[src/rtl/vga_timing_gen.sv]
// vga_timing_gen: 640x480@60 VGA raster timing generator (800x525 total).
// DrawX/DrawY come straight from the counter registers. hs/vs/blank are
// registered from the next counter values, so they line up with DrawX/DrawY
// in the same cycle.
// Optional feature: define VGA_FRAME_COUNT_EN to add the 16-bit frame_cnt port.
module vga_timing_gen (
  input  logic       vga_clk,
  input  logic       reset_n,
  input  logic       pixel_en,
  output logic [9:0] DrawX,
  output logic [9:0] DrawY,
  output logic       blank,
  output logic       hs,
  output logic       vs,
  output logic       frame_start,
  output logic       line_start
`ifdef VGA_FRAME_COUNT_EN
  ,
  output logic [15:0] frame_cnt
`endif
);

  // Horizontal timing, in pixels
  localparam logic [9:0] H_VISIBLE    = 10'd640;
  localparam logic [9:0] H_SYNC_FIRST = 10'd656;
  localparam logic [9:0] H_SYNC_LAST  = 10'd751;
  localparam logic [9:0] H_LAST       = 10'd799;

  // Vertical timing, in lines
  localparam logic [9:0] V_VISIBLE    = 10'd480;
  localparam logic [9:0] V_SYNC_FIRST = 10'd490;
  localparam logic [9:0] V_SYNC_LAST  = 10'd491;
  localparam logic [9:0] V_LAST       = 10'd524;

  logic [9:0] hc_reg;
  logic [9:0] vc_reg;
  logic [9:0] hc_next;
  logic [9:0] vc_next;
  logic       h_wrap;
  logic       v_wrap;
  logic       hs_next;
  logic       vs_next;
  logic       blank_next;

  logic       hs_reg;
  logic       vs_reg;
  logic       blank_reg;
  logic       frame_start_reg;
  logic       line_start_reg;

  // Next counter values. Everything holds when pixel_en is low.
  always_comb begin
    hc_next = hc_reg;
    vc_next = vc_reg;
    h_wrap  = 1'b0;
    v_wrap  = 1'b0;
    if (pixel_en) begin
      if (hc_reg == H_LAST) begin
        hc_next = 10'd0;
        h_wrap  = 1'b1;
        if (vc_reg == V_LAST) begin
          vc_next = 10'd0;
          v_wrap  = 1'b1;
        end else begin
          vc_next = vc_reg + 10'd1;
        end
      end else begin
        hc_next = hc_reg + 10'd1;
      end
    end
  end

  // Decode sync and visible region from the next counter values. They are
  // registered so that they match DrawX/DrawY after the clock edge.
  always_comb begin
    hs_next    = ~((hc_next >= H_SYNC_FIRST) && (hc_next <= H_SYNC_LAST));
    vs_next    = ~((vc_next >= V_SYNC_FIRST) && (vc_next <= V_SYNC_LAST));
    blank_next = (hc_next < H_VISIBLE) && (vc_next < V_VISIBLE);
  end

  // Raster counters. Reset parks the scan at (0,0) immediately.
  always_ff @(posedge vga_clk or negedge reset_n) begin
    if (!reset_n) begin
      hc_reg <= 10'd0;
      vc_reg <= 10'd0;
    end else begin
      hc_reg <= hc_next;
      vc_reg <= vc_next;
    end
  end

  // Registered sync/blank. Their reset values match the decode at (0,0).
  always_ff @(posedge vga_clk or negedge reset_n) begin
    if (!reset_n) begin
      hs_reg    <= 1'b1;
      vs_reg    <= 1'b1;
      blank_reg <= 1'b1;
    end else begin
      hs_reg    <= hs_next;
      vs_reg    <= vs_next;
      blank_reg <= blank_next;
    end
  end

  // Pulses fire only on a real wrap into column 0. Reset itself does not count.
  always_ff @(posedge vga_clk or negedge reset_n) begin
    if (!reset_n) begin
      line_start_reg  <= 1'b0;
      frame_start_reg <= 1'b0;
    end else begin
      line_start_reg  <= h_wrap;
      frame_start_reg <= h_wrap & v_wrap;
    end
  end

`ifdef VGA_FRAME_COUNT_EN
  logic [15:0] frame_cnt_reg;

  // Frame counter steps in the same cycle that frame_start goes high, and wraps mod 2^16.
  always_ff @(posedge vga_clk or negedge reset_n) begin
    if (!reset_n) begin
      frame_cnt_reg <= 16'd0;
    end else if (h_wrap && v_wrap) begin
      frame_cnt_reg <= frame_cnt_reg + 16'd1;
    end
  end

  assign frame_cnt = frame_cnt_reg;
`endif

  assign DrawX       = hc_reg;
  assign DrawY       = vc_reg;
  assign hs          = hs_reg;
  assign vs          = vs_reg;
  assign blank       = blank_reg;
  assign line_start  = line_start_reg;
  assign frame_start = frame_start_reg;

endmodule

[config.mk]
export PLATFORM = sky130hd
export DESIGN_NAME = vga_timing_gen
export DESIGN_NICKNAME = d
export VERILOG_FILES = /design/src/rtl/vga_timing_gen.sv
export SDC_FILE = /design/constraint.sdc
export NUM_CORES = 1
export LEC_CHECK = 0
export ABC_AREA = 1
export ABC_CLOCK_PERIOD_IN_PS = 2060
export CAP_MARGIN = 0
export CORE_ASPECT_RATIO = 1.2
export CORE_MARGIN = 2
export CORE_UTILIZATION = 25
export DETAILED_ROUTE_END_ITERATION = 16
export HOLD_SLACK_MARGIN = 0.02
export PLACE_DENSITY = 0.42
export SLEW_MARGIN = 25
export SYNTH_ARGS = -nofsm -noshare
export SYNTH_HDL_FRONTEND = slang
export SYNTH_SLANG_ARGS = --single-unit
export TNS_END_PERCENT = 1
[constraint.sdc]
create_clock -name vga_clk -period 2.06 [get_ports vga_clk]
set_clock_uncertainty 0.1 [all_clocks]
set_input_delay 0.412 -clock vga_clk [delete_from_list [all_inputs] [get_ports vga_clk]]
set_output_delay 0.412 -clock vga_clk [all_outputs]
set_load 0.005 [all_outputs]
run_1/placement_by_type.png
Fill, decap, tap and diode cells in gray.
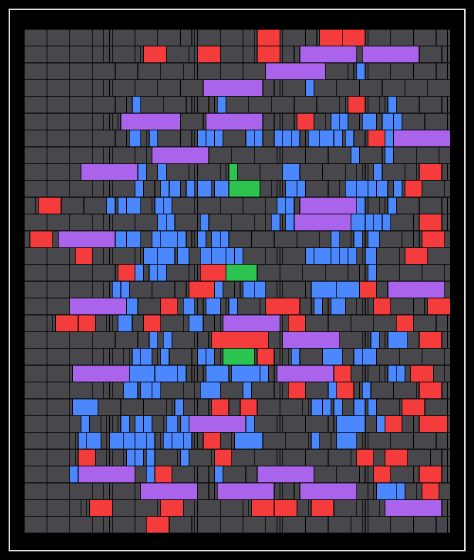
| color | class | cells | share of their area |
|---|---|---|---|
| purple | sequential cells | 25 | 31% |
| blue | combinational and other logic | 170 | 40% |
| red | remaining buffers and delay cells | 58 | 26% |
| green | clock drivers and dummy loads | 4 | 2.2% |
Placeable Area: 0.00563 sq mm
post-route cell area: 0.00211 sq mm
Seq area share: 29.8%
Post-Route Utilization: 37.5%

run_1/clocks.png
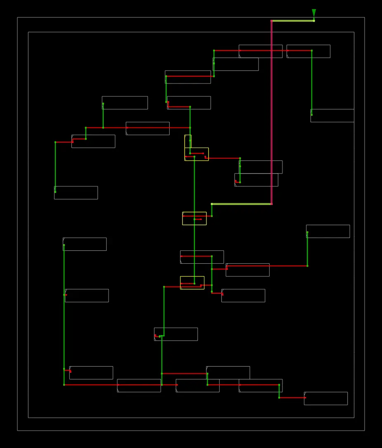
P_clk: 296 uW
TritonCTS Sinks: 25

run_1/clk_routes.png
Bar = 20 microns.
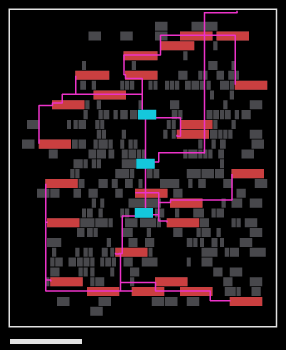
[red] flip-flops | count: 25
[magenta] clock wires | length: 408 microns
[cyan] clock drivers | count: 3
flops lie: widely spread
routed clock nets: 4
Clock power frac: 18.6%
Late-Pin Clk Latency: 0.27 ns

==> results.toml, run 1 <==
# implementation run metrics
[run_status]
status = "finished, final reports clean"

[final_timing]
fin_hold_ws_ns = 0.405
rsz0062_at_grt = "no"
layout_min_cycle_time_ns = 1.88
slew_viol_final = 0
fmax_ghz = 0.532
slew_headroom_pct = 76.5
setup_viol = 0
period_used_pct = 91.3
tightest_slew_ns = 0.348
hold_viol = 0

[route]
vias_per_cell = 4.32
drt_wl_total_mm = 3.60
ant_nets = 0
routedWlPerCell_microns = 11.2
first_pass_iters = 4
vias = 1386
drt_iter0_drc = 50
drcViolationCount = 0

[synth]
xor_share_pct = 2.42
simple_gate_share_pct = 36.9
top_cells_by_count = "nand2_1 (47), inv_1 (33), nor2_1 (27), dfrtp_1 (22), nand3_1 (18)"
ys_sh_adder_pct = 2.59
most_common_cell = "nand2_1"
async_flop_share_pct = 100
synth_area_sq_mm = 0.00145
ys_ff = 25
synth_cells = 197
syn_avg_cell_area_sq_um = 7.36
yosysUniqueCellTypes = 25
ys_top_cells_by_area = "dfrtp_1 (38%), nand2_1 (12%), inv_1 (8.5%)"
seq_area_frac_synth_pct = 43.4
flop_cell = "dfrtp_1"
synth_nets = 203
ys_cells = 197
top_logic_kind = "simple AND/OR/NAND/NOR gates"
aoi_share_pct = 3.28
yosys_area_sq_mm = 0.00145
mux_share_pct = 0
ys_warn_count = 0
edf_count = 0
top_area_cell = "dfrtp_1"
top_cell_area_share_pct = 38.0

[global_route]
grt_overflow = 0
antenna_found_initial = 0
grtUsageTotal_pct = 12.0
grt_max_degree = 26
grt_pass1_wl_mm = 6.02
grt_pass1_vias = 1354

[job]
max_cap_viol_count = 0
warnings = 27

[clock_network]
clk_path_buf_depth = 2
cts_root_buffer = "clkbuf_8"
cts_max_level = 1
clkTransAtPathRegs_ns = 0.09
numCtsBuffers = 3
cts_hold_buf = 0
cts_tree = "yes"

[setup_path]
max_stage_delay_ns = 0.36
crit_chain = "ha_1 > nand2_1 > nor2_2 > inv_2 > nor2_4 > buf_6 > a21oi_1 > nor2_2 > nand3_2 > nor2_4 > nand3_1"
endpoint_kind = "register"
arrival_ns = 1.98
worst-path-buf-inv = 2
cp_data_required_time_ns = 2.16
slowest_stage = "dfrtp_1"
path_delay_family = "simple AND/OR/NAND/NOR gates"
worstSetupStartpointType = "register"
worstSetupPathType = "reg2reg"
crit_path_max_fanout = 8

[layout]
syn_to_final_growth_pct = 45.6
fillerInstances = 620
nNetsFinal = 264
n_antenna_cell = 0
comb_area_sq_um = 673
drive_gt1_share_pct = 23.0
flop_area_sq_um = 629

[power]
cellPowerDensity_mw_per_mm2 = 752
cellLeakagePower_nw = 1.07
peakVddDrop_mv = 0.237

[floorplan]
die_area_sq_mm = 0.00643
rows = 30
io-pin-count = 28
core_util_floorplan_pct = 25.8
die-height_microns = 87.4
die_x_microns = 73.5

[hold_path]
worstHoldPathType = "in2async"

[placement]
io_buffers = 27
place_area_sq_mm = 0.00195
place.gp.congestion = 0.782
dp_hpwl_mm = 2.74
-- run 1: layout by cell type (no fill, tap or decap), types with 2 or more instances in the layout --
master           instances
clkdlybuf4s50_1         26
buf_4                   27
dfrtp_1                 22
ha_1                     3
nand2_2                  7
o21ai_0                  4
nand3b_1                 3
nand4_1                  5
nand3_2                  3
xnor2_1                  2
inv_1                   33
buf_6                    2
nand2_1                 45
clkbuf_8                 3
dfstp_2                  3
xor2_1                   2
nand3_1                 17
nor2_1                  26
nor3_1                   3
nor2_2                   4
nor2_4                   3
clkinv_1                 2
inv_2                    4
-- run 1: layer usage --
layer  up-vias  global-route usage, %  wire length, microns  share of wire [%]
met2        19                   21.3                  1850                 51
met1       642                   14.7                  1630                 45
li1        723                      -                     -                  -
met3         2                   1.39                    81                2.2
met4         0                   4.46                    38                1.1
met5         -                      0                     0                  0
-- run 1: kinds of logic (layout without fill, tap and decap cells) --
logic type      Yosys count  after routing
xor+xnor                  4              4
simple gates            116            116
flops                    25             25
fa+ha+maj                 3              3
compound gates            8              8
buf+inv                  41            101
-- run 1: through the flow --
| stage | power (mW) | TNS (ns) | utilization, % | setup slack [ns] | instances |
|---|---|---|---|---|---|
| 2_1_floorplan | 0.953 | 0 | - | 0.336 | 197 |
| 3_3_place_gp | 1.29 | -0.641 | 34.7 | -0.233 | 309 |
| 5_1_grt | 1.72 | 0 | 37.5 | 0.0168 | 321 |
| 3_5_place_dp | 1.30 | -0.523 | 34.7 | -0.214 | 309 |
| 4_1_cts | 1.61 | 0 | 35.5 | 0.0683 | 313 |
| 6_report | 1.59 | 0 | 37.5 | 0.179 | 321 |
-- run 1: final cells by class --
class	count	area share [%]
multi-input combinational	131	31.9
tap	64	3.79
clock buffer	4	2.13
timing repair buffer	58	25.5
sequential	25	29.8
inverter	39	6.93
-- run 1: where the power goes --
group | internal [mW] | leakage, nW | total (mW) | switching, mW
Clock | 0.138 | 0.0228 | 0.296 | 0.158
Sequential | 0.583 | 0.279 | 0.673 | 0.0901
Combinational | 0.346 | 0.766 | 0.619 | 0.273
Total | 1.07 | 1.07 | 1.59 | 0.520
-- run 1: what timing repair did --
action / in CTS / in global routing
gates resized: 0 / 10
setup endpoints to repair: 0 / 2
setup buffers: 0 / 7
-- run 1: final timing paths --
| check | start | end | slack, ns | depth (start not counted) |
|---|---|---|---|---|
| max reg2reg | DrawX[0]$_DFF_PN0_ | vs$_DFF_PN1_ | 0.18 | 11 |
| min reg2reg | DrawX[2]$_DFF_PN0_ | DrawX[2]$_DFF_PN0_ | 0.49 | 2 |
| min in group vga_clk | DrawX[2]$_DFF_PN0_ | DrawX[2]$_DFF_PN0_ | 0.49 | 2 |
| max in group asynchronous | reset_n | hs$_DFF_PN1_ | 1.14 | 2 |
| min | reset_n | DrawX[2]$_DFF_PN0_ | 0.41 | 2 |
| max | DrawX[0]$_DFF_PN0_ | vs$_DFF_PN1_ | 0.18 | 11 |
==> run 2, diff against run 1 <==
- ABC_CLOCK_PERIOD_IN_PS: 2060 -> 2000
- clock period: 2.06 -> 2 ns (I/O delays scaled with it)
==> run 2 against run 1 <==
  * Combinational power up 7.8%
  * Largest power group unchanged
  * Clock power increased by 4%
  * Sequential cell count unchanged
  * Synthesized cell count unchanged
  * Non-clock buffer count rose by 1
  * Total power increased by 5.0%
  * Hold slack got worse by 0.0085 ns
  * Largest cell class unchanged
==> results.toml, run 2 <==
# implementation run metrics
[run_status]
status = "finished, final reports clean"

[synth]
synth_area_sq_mm = 0.00145
syn_avg_cell_area_sq_um = 7.36
top_area_cell = "dfrtp_1"
top_cell_area_share_pct = 38.0
yosys_area_sq_mm = 0.00145
synth_cells = 197
top_cells_by_count = "nand2_1 (47), inv_1 (33), nor2_1 (27), dfrtp_1 (22), nand3_1 (18)"
most_common_cell = "nand2_1"
async_flop_share_pct = 100
seq_area_frac_synth_pct = 43.4
ys_ff = 25
synth_nets = 203
yosysUniqueCellTypes = 25
edf_count = 0
ys_cells = 197
flop_cell = "dfrtp_1"
ys_warn_count = 0
ys_top_cells_by_area = "dfrtp_1 (38%), nand2_1 (12%), inv_1 (8.5%)"

[floorplan]
core_util_floorplan_pct = 25.8
die_x_microns = 73.5
core_sq_mm = 0.00563
io-pin-count = 28
die-height_microns = 87.4
die_area_sq_mm = 0.00643

[final_timing]
final.setup.tns_ns = 0
fmax_ghz = 0.533
hold_viol = 0
layout_min_cycle_time_ns = 1.88
slew_headroom_pct = 76.6
setup_viol = 0
slew_viol_final = 0
period_used_pct = 93.9
rsz0062_at_grt = "yes"
tightest_slew_ns = 0.351

[global_route]
grt_max_degree = 26
grt_overflow = 0
busiest_layer = "met2"
grtUsageMet2_pct = 20.9
grt_pass1_wl_mm = 6.09
grtUsageTotal_pct = 12.2
grt_use_met3_pct = 1.62
antenna_found_initial = 0
grt_pass1_vias = 1358

[clock_network]
numCtsBuffers = 3
cts_max_level = 1
clock_latency_ns = 0.27
cts_root_buffer = "clkbuf_8"
clk_path_buf_depth = 2
numClockSinks = 25
cts_tree = "yes"
clkTransAtPathRegs_ns = 0.09

[placement]
io_buffers = 27
place_area_sq_mm = 0.00198
place.gp.congestion = 0.763
dp_hpwl_mm = 2.77

[hold_path]
worstHoldPathType = "in2async"

[layout]
layout_top_cells = "nand2_1 (45), inv_1 (32), buf_4 (29)"
fillerInstances = 635
drive_gt1_share_pct = 25.2
syn_to_final_growth_pct = 47.0
n_antenna_cell = 0
nNetsFinal = 265
design_area_sq_mm = 0.00213
lay_top_count = "nand2_1"

[route]
drcViolationCount = 0
first_pass_iters = 4
drt_iter0_drc = 45
routedWlPerCell_microns = 11.4
ant_nets = 0
vias_per_cell = 4.35

[power]
cellPowerDensity_mw_per_mm2 = 782
cellLeakagePower_nw = 1.08
peakVddDrop_mv = 0.267

[setup_path]
endpoint_kind = "output port"
cp_data_required_time_ns = 1.50
worstSetupStartpointType = "register"
worstSetupPathType = "reg2out"
arrival_ns = 1.38
crit_path_max_fanout = 3

[job]
max_cap_viol_count = 0
warnings = 28
[run 2: path summary, 6_finish.rpt]
kind	startpoint	endpoint	slack [ns]	depth (start not counted)
min reg2reg	DrawX[2]$_DFF_PN0_	DrawX[2]$_DFF_PN0_	0.50	2
max	DrawY[0]$_DFF_PN0_	DrawY[0]	0.12	3
min in group vga_clk	DrawX[2]$_DFF_PN0_	DrawX[2]$_DFF_PN0_	0.50	2
max in group asynchronous	reset_n	hs$_DFF_PN1_	1.09	2
min	reset_n	DrawX[2]$_DFF_PN0_	0.40	2
max reg2reg	DrawX[1]$_DFF_PN0_	vs$_DFF_PN1_	0.13	12
[run 2: routing by layer]
layer / wire, microns / vias to the layer above
li1: - / 728
met1: 1660 / 642
met2: 1850 / 27
met3: 110 / 4
met4: 55 / 0
met5: 0 / -
[run 2: kinds of logic (layout without fill, tap and decap cells)]
kind of cell / after synthesis / after routing / share of synthesized area (%)
AOI/OAI and AO/OA: 8 / 8 / 3.28
xor gates and xnor gates: 4 / 4 / 2.42
adders and majority gates: 3 / 3 / 2.59
buffers and inverters: 41 / 102 / 11.4
DFF: 25 / 25 / 43.4
and+or+nand+nor: 116 / 116 / 36.9
[run 2: power by group]
part	switching [mW]	internal [mW]
logic	0.291	0.376
registers	0.0930	0.600
clock network	0.164	0.143
total	0.548	1.12
[run 2: timing repair]
action / 4_1_cts / 5_1_grt
buffers inserted: 0 / 5
hold endpoints to repair: 0 / 0
endpoints found under the setup margin: 0 / 3
hold buffers: 0 / 0
gates resized: 0 / 15
[run 2: stage by stage]
step           hold slack, ns  setup WS [ns]  power, mW  cells  utilization, %
6_report                0.397          0.122       1.67    322            37.9
5_1_grt                 0.419       -0.00971       1.81    322            37.9
4_1_cts                 0.402         0.0183       1.69    316            35.9
3_5_place_dp            0.486         -0.275       1.36    312            35.1
3_3_place_gp            0.477         -0.273       1.36    312            35.1
2_1_floorplan         0.00441          0.276      0.981    197               -
[run 2: worst max-delay path: stages (launching register included)]
cell	delay, ns
dfrtp_1	0.39
buf_4	0.15
buf_4	0.14
clkdlybuf4s50_1	0.43
[run 2: cell type report]
cell class                 instances  area (sq um)  area share [%]
clock buffer                       4          45.0            2.11
sequential                        25           629            29.5
inverter                          39           146            6.87
tap                               64          80.1            3.76
timing repair buffer              59           542            25.4
multi-input combinational        131           689            32.3
run_2/layer_met1.png
Bar = 20 microns.
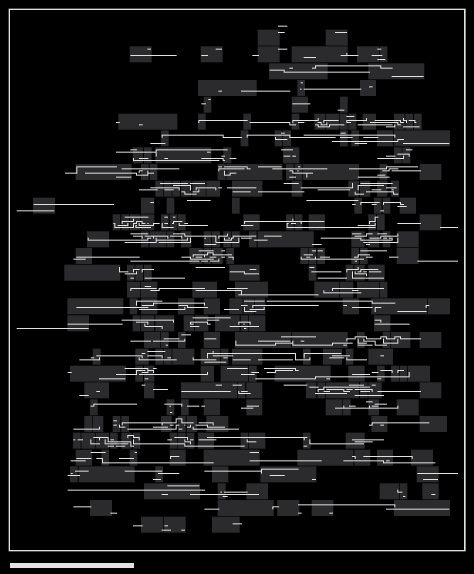
longest straight run: 22.1 microns
share of all routed wire: 45%
main direction: horizontal
nets with wire on the layer: 237
wire length on this layer: 1660 microns
routed vias: 1401
drt total wl: 3.68 mm
met1 usage: 15.3%

run_2/placement_by_type.png
Fill, decap, tap and diode cells in gray.
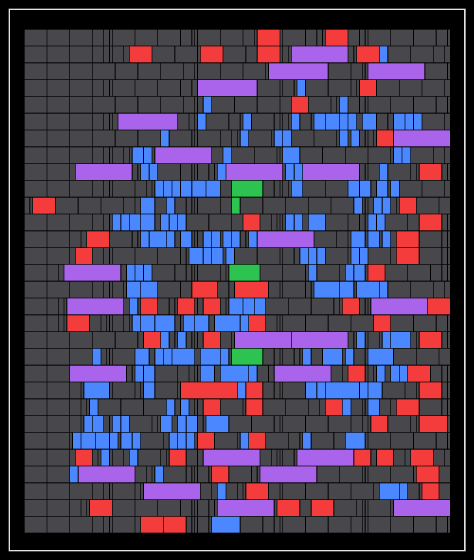
| color | class | cells | share of their area |
|---|---|---|---|
| blue | combinational and other logic | 170 | 41% |
| green | clock drivers and dummy loads | 4 | 2.2% |
| red | remaining buffers and delay cells | 59 | 26% |
| purple | sequential cells | 25 | 31% |
Post-Route Utilization: 37.9%
row cnt: 30

run_2/clk_routes.png
Bar = 20 microns.
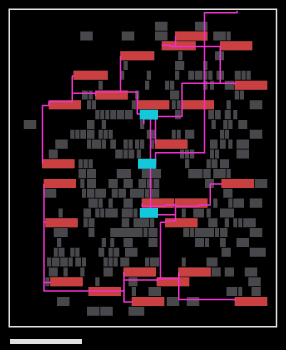
[cyan] clock drivers | count: 3
[magenta] clock wires | length: 411 microns
[red] flip-flops | count: 25
routed clock nets: 4
P_clk: 307 uW
Clock power frac: 18.4%

==> run 3, diff against run 2 <==
--- a/config.mk
+++ b/config.mk
@@ -14,2 +14,3 @@
 export DETAILED_ROUTE_END_ITERATION = 16
+export GPL_TIMING_DRIVEN = 0
 export HOLD_SLACK_MARGIN = 0.02
==> constraint.sdc (replaced) <==
create_clock -name vga_clk -period 2 [get_ports vga_clk]
set_clock_uncertainty 0.1 [all_clocks]
set_input_delay 0.2 -clock vga_clk [delete_from_list [all_inputs] [get_ports vga_clk]]
set_output_delay 0.2 -clock vga_clk [all_outputs]
set_load 0.005 [all_outputs]
==> run 3 against run 2 <==
  * Total power is 5.2% lower
  * Clock power shrank 3%
  * Sequential power up 2%
  * Via count fell by 6.2%
  * Global-route usage fell by 0.68 points
  * Hold slack lost 0.032 ns
  * Register-to-register slack worse by 0.03 ns
  * Worst setup slack worse by 0.020 ns
  * Count of clock-buffer cells in the layout shrank 1
  * Non-clock buffer count is 24 lower
  * Critical path type is now reg2reg
  * Critical endpoint is now vs$_DFF_PN1_
==> results.toml, run 3 <==
# implementation run metrics
[global_route]
antenna_found_initial = 0
grt_max_degree = 26
grt_pass1_vias = 1233
grtUsageTotal_pct = 11.6
grt_overflow = 0
grt_pass1_wl_mm = 5.71

[clock_network]
cts_max_level = 1
numClockSinks = 25
cts_root_buffer = "clkbuf_8"
clkTransAtPathRegs_ns = 0.09
clk_path_buf_depth = 2
clock_latency_ns = 0.27
cts_tree = "yes"

[synth]
top_cell_area_share_pct = 38.0
ys_top_cells_by_area = "dfrtp_1 (38%), nand2_1 (12%), inv_1 (8.5%)"
yosys_area_sq_mm = 0.00145
ys_ff = 25
synth_area_sq_mm = 0.00145
top_cells_by_count = "nand2_1 (47), inv_1 (33), nor2_1 (27), dfrtp_1 (22), nand3_1 (18)"
ys_warn_count = 0
edf_count = 0
ys_cells = 197
async_flop_share_pct = 100
seq_area_frac_synth_pct = 43.4
synth_nets = 203
most_common_cell = "nand2_1"
synth_cells = 197
flop_cell = "dfrtp_1"
yosysUniqueCellTypes = 25
syn_avg_cell_area_sq_um = 7.36
top_area_cell = "dfrtp_1"

[power]
power.total_mw = 1.58
peakVddDrop_mv = 0.244
cellPowerDensity_mw_per_mm2 = 813
cellLeakagePower_nw = 0.945

[final_timing]
hold_viol = 0
period_used_pct = 94.9
tightest_slew_ns = 0.591
slew_headroom_pct = 60.6
fmax_ghz = 0.527
setup_viol = 0
layout_min_cycle_time_ns = 1.90
rsz0062_at_grt = "yes"
slew_viol_final = 0

[floorplan]
die_x_microns = 73.5
rows = 30
core_sq_mm = 0.00563
io-pin-count = 28
die-height_microns = 87.4
core_util_floorplan_pct = 25.8
die_area_sq_mm = 0.00643

[layout]
nNetsFinal = 241
layout_top_cells = "nand2_1 (43), inv_1 (33), nor2_1 (25), clkdlybuf4s50_1 (25), dfrtp_1 (22)"
fillerInstances = 612
design_area_sq_mm = 0.00194
syn_to_final_growth_pct = 34.0
n_antenna_cell = 0
drive_gt1_share_pct = 19.2
lay_top_count = "nand2_1"

[placement]
dp_hpwl_mm = 2.64
io_buffers = 27
place.gp.congestion = 0.825
place_area_sq_mm = 0.00180

[route]
routedWlPerCell_microns = 11.7
vias_per_cell = 4.41
drt_iter0_drc = 60
ant_nets = 0
drcViolationCount = 0
first_pass_iters = 4

[setup_path]
rrSetupSlack_ns = 0.10
path_delay_family = "simple AND/OR/NAND/NOR gates"
worstSetupStartpointType = "register"
cpMostUsedCell = "nor2_4"
r2r-start = "DrawX[1]$_DFF_PN0_"
crit_chain = "ha_2 > nand2_2 > nor2_4 > inv_2 > nor2_4 > buf_6 > a21oi_2 > nor2_2 > nand3_2 > nor2_4 > nand3_2"
max_stage_delay_ns = 0.40
arrival_ns = 2.00
endpoint_kind = "register"
worst-path-buf-inv = 2
crit_path_max_fanout = 7
slowest_stage = "dfrtp_1"
worstSetupPathType = "reg2reg"
critPathLaunch = "DrawX[1]$_DFF_PN0_"
cp_data_required_time_ns = 2.10

[run_status]
status = "finished, final reports clean"

[job]
warnings = 28
max_cap_viol_count = 0

[hold_path]
worstHoldPathType = "in2async"
[run 3: netlist changes by cell type in the layout (fill, tap and decap cells not counted), sizes merged]
cell,delta
buf,-23
clkbuf,-2
clkdlybuf4s50,-1
clkinv,+1
dlygate4sd2,+1
dlygate4sd3,+1
dlymetal6s2s,-1
[run 3: path summary, 6_finish.rpt]
| kind | endpoint | depth (start not counted) |
|---|---|---|
| max reg2reg | vs$_DFF_PN1_ | 11 |
| min | DrawX[6]$_DFF_PN0_ | 2 |
| min in group vga_clk | DrawX[1]$_DFF_PN0_ | 3 |
| min reg2reg | DrawX[4]$_DFF_PN0_ | 1 |
| max | vs$_DFF_PN1_ | 11 |
| max in group asynchronous | DrawX[4]$_DFF_PN0_ | 2 |
[run 3: metrics by stage]
stage	setup slack [ns]	cells	hold slack (ns)	TNS, ns	util (%)
3_3_place_gp	-0.323	288	0.465	-0.899	32.0
4_1_cts	0.0208	294	0.376	0	33.2
3_5_place_dp	-0.288	288	0.146	-0.787	31.9
2_1_floorplan	0.276	197	-0.196	0	-
5_1_grt	-0.0366	298	0.405	-0.0737	34.5
6_report	0.103	298	0.365	0	34.5
[run 3: metal layers]
layer	global-route usage, %	vias to the layer above	wire length, microns
met1	14.6	620	1590
li1	-	675	-
met3	1.97	2	73
met2	19.5	17	1780
met4	4.30	0	38
met5	0	-	0
[run 3: cell type report]
class | instances | area (sq um) | area share (%)
multi-input cells | 131 | 707 | 36.4
clock buffers | 3 | 41.3 | 2.12
plain buffers | 2 | 22.5 | 1.16
well taps | 64 | 80.1 | 4.12
clock inverters | 1 | 5.00 | 0.258
inverters | 39 | 146 | 7.53
repair buffers | 33 | 312 | 16.0
flip-flops and latches | 25 | 629 | 32.4
[run 3: timing repair]
action / 4_1_cts / 5_1_grt
resized: 4 / 13
hold endpoints to repair: 22 / 0
setup buffers: 1 / 3
gates cloned: 0 / 1
endpoints found under the setup margin: 1 / 3
hold buffers: 1 / 0
pin swaps: 1 / 6
[run 3: power by group]
| group | internal, mW | switching [mW] | total, mW |
|---|---|---|---|
| sequential | 0.600 | 0.106 | 0.706 |
| combinational | 0.311 | 0.266 | 0.577 |
| clock | 0.139 | 0.158 | 0.297 |
[run 3: cells by family (layout without fill, tap and decap cells)]
kind of cell | after synthesis | in the layout | share of synthesized area (%)
AND-OR/OR-AND | 8 | 8 | 3.28
adder cells (fa/ha/maj) | 3 | 3 | 2.59
AND/OR/NAND/NOR | 116 | 116 | 36.9
XOR/XNOR | 4 | 4 | 2.42
buffers and inverters | 41 | 78 | 11.4
flip-flops | 25 | 25 | 43.4
run_3/clk_routes.png
Bar = 20 microns.
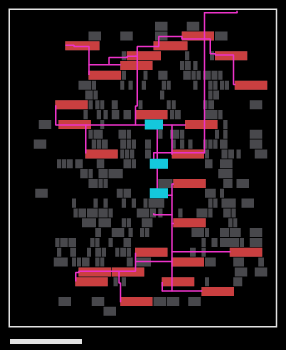
[cyan] clock drivers | count: 3
[red] flip-flops | count: 25
[magenta] clock wires | length: 359 microns
routed clock nets: 4
P_clk: 297 uW
Clock power frac: 18.8%

run_3/layer_met1.png
Bar = 20 microns.
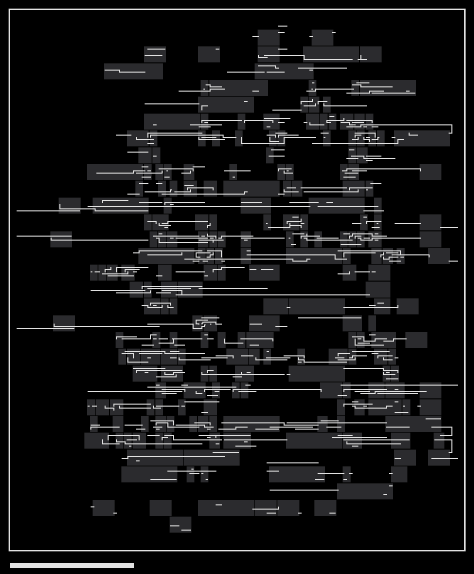
share of all routed wire: 46%
wire length on this layer: 1590 microns
longest straight run: 35.9 microns
main direction: horizontal
nets with wire on the layer: 215
met1 usage: 14.6%
drt total wl: 3.48 mm
routed vias: 1314

run_3/clocks.png
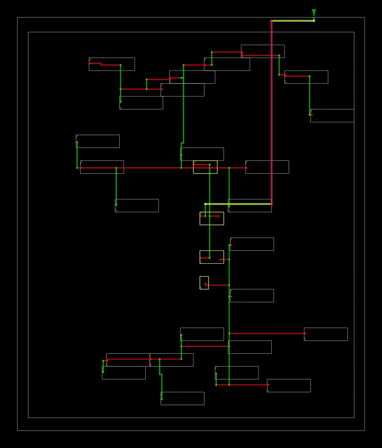
seq_cells: 25
clock buf count: 3
Inserted Clock Buffers: 3

Power is estimated from default activity; no workload was simulated.
